run_1/floorplan.png
Scale bar: 20 microns. Pins as bars on the die edge. Tap cells in gray.
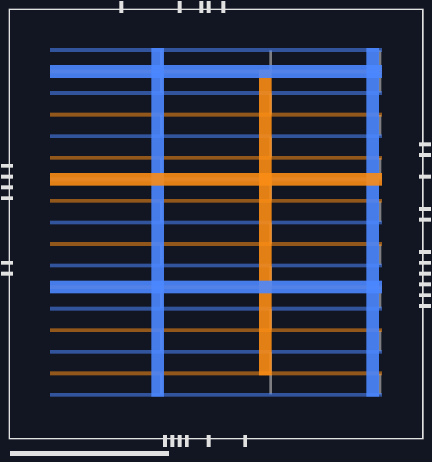
run_1/class_map.png
Scale bar: 20 microns.
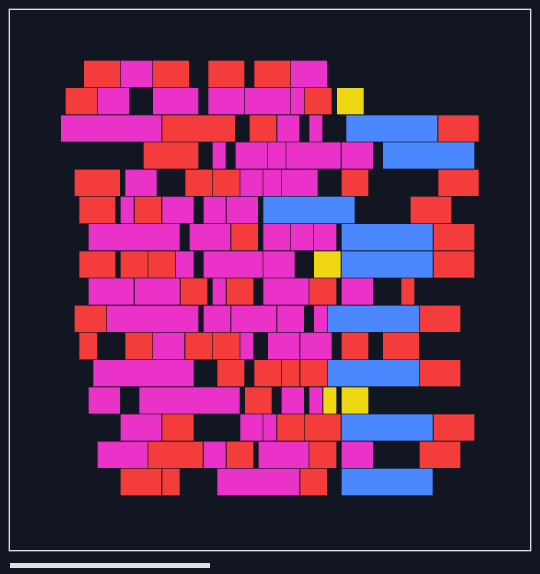
run_1/clock_wires.png
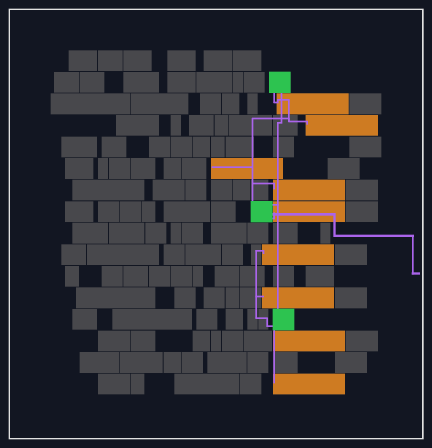
==> config.mk <==
export PLATFORM = sky130hd
export DESIGN_NAME = addsub_flat
export DESIGN_NICKNAME = d
export VERILOG_FILES = /design/src/rtl/addsub_if.sv /design/src/rtl/addsub.sv /design/src/flat_wrapper.sv
export SDC_FILE = /design/constraint.sdc
export NUM_CORES = 1
export LEC_CHECK = 0
export CORE_AREA = 5 5 47 49
export DETAILED_ROUTE_END_ITERATION = 12
export DIE_AREA = 0 0 52 54
export PLACE_DENSITY = 0.72
export RECOVER_POWER = 25
export SLEW_MARGIN = 40
export SYNTH_ARGS = -nofsm -noshare
export SYNTH_HDL_FRONTEND = slang
export SYNTH_SLANG_ARGS = --single-unit
==> constraint.sdc <==
create_clock -name clk -period 0.8 [get_ports clk]
set_input_delay 0.2 -clock clk [delete_from_list [all_inputs] [get_ports clk]]
set_output_delay 0.2 -clock clk [all_outputs]
set_load 0.02 [all_outputs]
==> impl_metrics.tcl, run 1 <==
# metrics dict for downstream scripts
set metrics [dict create \
    ys_cells 68 \
    violations "negative setup slack" \
    synthCells 68 \
    worst_slew_pin_slew_ps 440.1 \
    fin_total_pwr_mw 2.370 \
    grt_usage_pct 13.76 \
    wl_per_cell_microns 13.30 \
    port-buffer-count 27 \
    slew_viol_final 0 \
    layout_top_cells "buf_4, buf_6, dfrtp_1" \
    first_global_vias 689 \
    critPathKind "input port to flip-flop" \
    synth_cell_types 25 \
    syn_area_sq_um 675.6 \
    cp_data_arrival_time_ps 1700 \
    postSynthAreaPerCell_sq_um 9.936 \
    cts_htree_levels 1 \
    synth.comb.largest_family "simple AND/OR/NAND/NOR gates" \
    ys.flops 9 \
    setup_viol 17 \
    critPathMaxStageDelay_ps 350 \
    area_growth_pct 100.0 \
    pin_count 28 \
    ys_seq_share_pct 33.33 \
    antenna_left 0 \
    hold_buffers 0 \
    layout_setup_ws_ps -753.7 \
    ys_area_sq_um 675.6 \
    synthAoiAreaFrac_pct 13.15 \
    cp.required_ps 950 \
    max_slew_margin_pct 70.66 \
    top_area_share_pct 33.33 \
    fmax_mhz 643.6 \
    first_pass_iters 4 \
    largest_reg_flops 9 \
    nNetsFinal 152 \
    drt_wl_total_microns 2009 \
    cts_buffers 3 \
    drc 0 \
    start_kind "input port" \
    outcome "finished with violations" \
    ys_warn_count 0 \
    warning_count 29 \
]
Notes on floorplan.png above:
VDD: in orange. VSS: in blue.
28 signal pins sit on the boundary. 27 tap cells. The core has 16 rows.
DIE WIDTH: 52 microns
core area: 1822 sq um

Notes on class_map.png above:
clock drivers and dummy loads: in yellow, cells 4. registers: in blue, cells 9. remaining logic cells: in magenta, cells 58. remaining buffers and delay cells: in red, cells 53.
Design Area, Final: 1351 sq um
fin util: 74.18%
Rows: 16
flop share of the area: 16.67%

Notes on clock_wires.png above:
clock-net drivers: in green, count 3. flip-flops: in orange, count 9. clock wires: in purple, length 123 microns.
There are 4 routed clock nets.
Clock Power Share: 14.5%
clock group power: 0.343 mW

==> run 1: cells in the mapped netlist <==
cell type / n
xnor2_1: 11
o21bai_1: 1
nor2b_1: 3
a221oi_2: 1
xor2_1: 2
nor3_1: 2
fa_1: 1
o21a_1: 1
nand2_1: 5
nand3b_1: 1
nor2_1: 4
nand3_1: 2
nand2b_1: 2
and2_1: 2
a311o_1: 1
ha_1: 7
a21oi_1: 2
a31o_2: 1
dfrtp_1: 9
buf_4: 1
a22oi_2: 1
inv_1: 4
o311a_1: 1
nand4_1: 2
a211oi_1: 1
==> run 1: worst max-delay path: cells and delay by family <==
family	cells	cell delay, ps
compound gates	3	560
fa+ha+maj	1	350
xor+xnor	2	300
buf+inv	2	150
simple gates	1	140
==> run 1: power by group <==
part	switching [mW]	total [mW]	internal, mW
combinational	0.612	1.40	0.787
clock	0.151	0.343	0.192
sequential	0.0507	0.628	0.578
==> run 1: area by class of cell <==
cell class | instances | area (sq um)
Tap cell | 27 | 33.78
Inverter | 4 | 15.01
Clock buffer | 4 | 26.28
Timing Repair Buffer | 53 | 480.5
Fill cell | 120 | 470.5
Multi-Input combinational cell | 54 | 570.5
Sequential cell | 9 | 225.2
==> run 1: per-layer routing <==
metal,vias up,part of all wire [%],track usage (%)
met5,-,0,0
li1,349,-,-
met4,0,0,6.550
met2,23,58,28.03
met3,0,4.5,1.662
met1,319,37,13.51
==> run 1: per-stage QoR <==
stage                     cells  area, sq um  TNS (ps)
after global routing        151         1351     -6453
final                       151         1351     -5736
after floorplan              68        719.4     -5009
after CTS                   148         1254     -5534
after detailed placement    140         1159    -13770
after global placement      140         1159    -13490
==> run 1: repair_timing <==
item | CTS | global route
endpoints found under the setup margin | 17 | 17
setup buffers | 4 | 3
gates resized | 96 | 21
pin swaps | 13 | 9
--- run 2 (diff from run 1) ---
==> constraint.sdc (replaced) <==
create_clock -name clk -period 0.8 [get_ports clk]
set_input_delay 0.16 -clock clk [delete_from_list [all_inputs] [get_ports clk]]
set_output_delay 0.16 -clock clk [all_outputs]
set_load 0.02 [all_outputs]
run_2/clock_wires.png
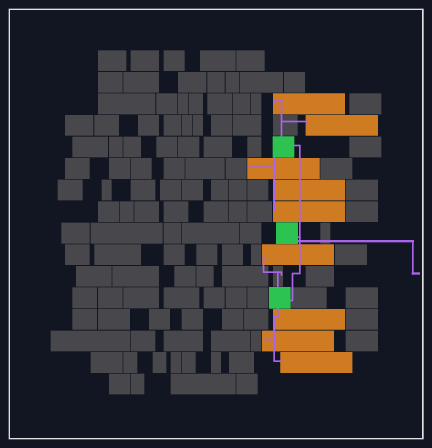
flip-flops: in orange, count 9. clock wires: in purple, length 89.1 microns. clock-net drivers: in green, count 3.
There are 4 routed clock nets.
Clock Power Share: 13.8%
clock group power: 0.319 mW

run_2/placed.png
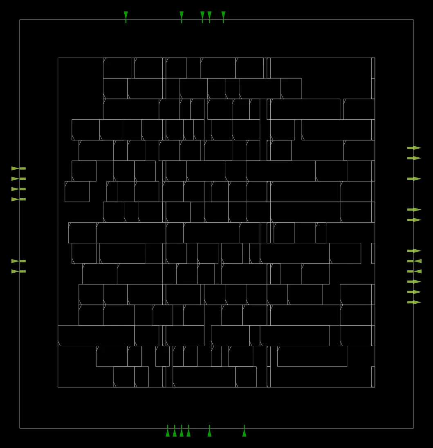
Post-Layout Cell Count: 153
flop share of the area: 17.14%
fin util: 72.12%
flop count: 9

run_2/floorplan.png
Scale bar: 20 microns. Pins as bars on the die edge. Tap cells in gray.
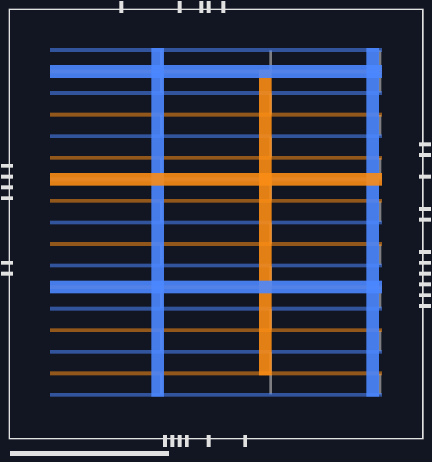
VSS: in blue. VDD: in orange.
28 signal pins sit on the boundary. 27 tap cells. 3 straps on met5.
maximum VDD drop: 781.7 uV
chip height: 54 microns

==> run 2 against run 1 <==
  * The run still ends with negative setup slack left
  * Count of clock-buffer cells in the layout unchanged
  * Via count decreased by 1.2%
  * Highest routed layer unchanged
  * Sequential power about the same
  * Largest cell class unchanged
  * Sequential share of layout area increased by 0.48 points
  * Cell count increased by 1.3%
  * Synthesized cell count unchanged
  * Hold slack got worse by 31 ps
==> impl_metrics.tcl, run 2 <==
# metrics dict for downstream scripts
set metrics [dict create \
    outcome "finished with violations" \
    violations "negative setup slack" \
    place_area_sq_um 1159 \
    power.group.top "combinational logic" \
    synth_cell_types 25 \
    top_area_share_pct 33.33 \
    final-comb-area_sq_um 523.0 \
    first_global_vias 684 \
    fp-utilization_pct 37.09 \
    syn_area_sq_um 675.6 \
    max_slew_margin_pct 71.00 \
    ys_area_sq_um 675.6 \
    synthCells 68 \
    drt_wl_total_microns 1778 \
    layout_top_cells "buf_4, buf_6, dfrtp_1" \
    coreArea_sq_um 1822 \
    postSynthAreaPerCell_sq_um 9.936 \
    synthFlopType "dfrtp_1" \
    cp_data_arrival_time_ps 1760 \
    area_growth_pct 94.44 \
    p_int_mw 1.542 \
    async_reset_ff_share_pct 100.0 \
    nNetsFinal 154 \
    final_area_sq_um 1314 \
    fin_setup_tns_ps -5716 \
    cp.required_ps 970 \
    synthTopCellsByCount "xnor2_1, dfrtp_1, ha_1" \
    critPathMaxStageDelay_ps 340 \
    largest_reg_flops 9 \
    worst_slew_pin_slew_ps 435.0 \
    fmax_mhz 626.4 \
    ys_warn_count 0 \
    seq_power_share_pct 27.3 \
    combPwrFrac_pct 58.9 \
    edf_count 0 \
    wl_per_cell_microns 11.62 \
    powerSeq_mw 0.629 \
    setup_viol 17 \
    switching_share_pct 33.13 \
    regArea_sq_um 225.2 \
    ys_cells 68 \
    row_count 16 \
    first_pass_iters 4 \
    port-buffer-count 27 \
    final.fill_count 128 \
    layout_setup_ws_ps -796.4 \
    antenna_left 0 \
    cts_htree_levels 1 \
    slew_viol_final 0 \
]
[run 2: per-stage QoR]
stage / power, mW / utilization, % / hold WS (ps) / setup WS [ps]
3_3_place_gp: 1.767 / 63.60 / 490.5 / -1543
2_1_floorplan: 1.231 / - / -135.6 / -865.6
3_5_place_dp: 1.791 / 63.60 / 497.5 / -1569
5_1_grt: 2.462 / 72.12 / 199.3 / -823.4
6_report: 2.305 / 72.12 / 191.4 / -796.4
4_1_cts: 2.272 / 70.47 / 225.9 / -803.0
[run 2: layer usage]
metal  routed length (microns)  up-vias  GRT usage (%)
met1                       769      305          15.66
met3                        71        0          2.770
met2                       937       19          25.73
met4                         0        0          3.930
li1                          -      359              -
met5                         0        -              0
[run 2: kinds of logic (layout without fill, tap and decap cells)]
kind of cell | Yosys count | count (layout) | share of synthesized area [%]
and+or+nand+nor | 23 | 23 | 17.41
AOI/OAI and AO/OA | 10 | 10 | 13.15
buffers and inverters | 5 | 63 | 3.333
xor gates and xnor gates | 13 | 13 | 16.85
adders and majority gates | 8 | 8 | 15.93
DFF | 9 | 9 | 33.33
[run 2: cell type report]
| type | instances | share of cell area [%] |
|---|---|---|
| Multi-Input combinational cell | 54 | 39.81 |
| Timing Repair Buffer | 55 | 37.33 |
| Tap cell | 27 | 2.571 |
| Sequential cell | 9 | 17.14 |
| Inverter | 4 | 1.143 |
| Clock buffer | 4 | 2.000 |
[run 2: worst max-delay path, delay by kind of cell]
kind,cells,cell delay (ps)
buf+inv,2,230
fa+ha+maj,1,340
xor+xnor,2,270
simple gates,1,140
compound gates,3,620
[run 2: what timing repair did]
| item | CTS | global route |
|---|---|---|
| buffers inserted | 7 | 4 |
| hold buffers | 0 | 0 |
| gates resized | 90 | 8 |
| pin swaps | 16 | 16 |
| setup endpoints to repair | 17 | 17 |
Power is estimated from default activity; no workload was simulated.
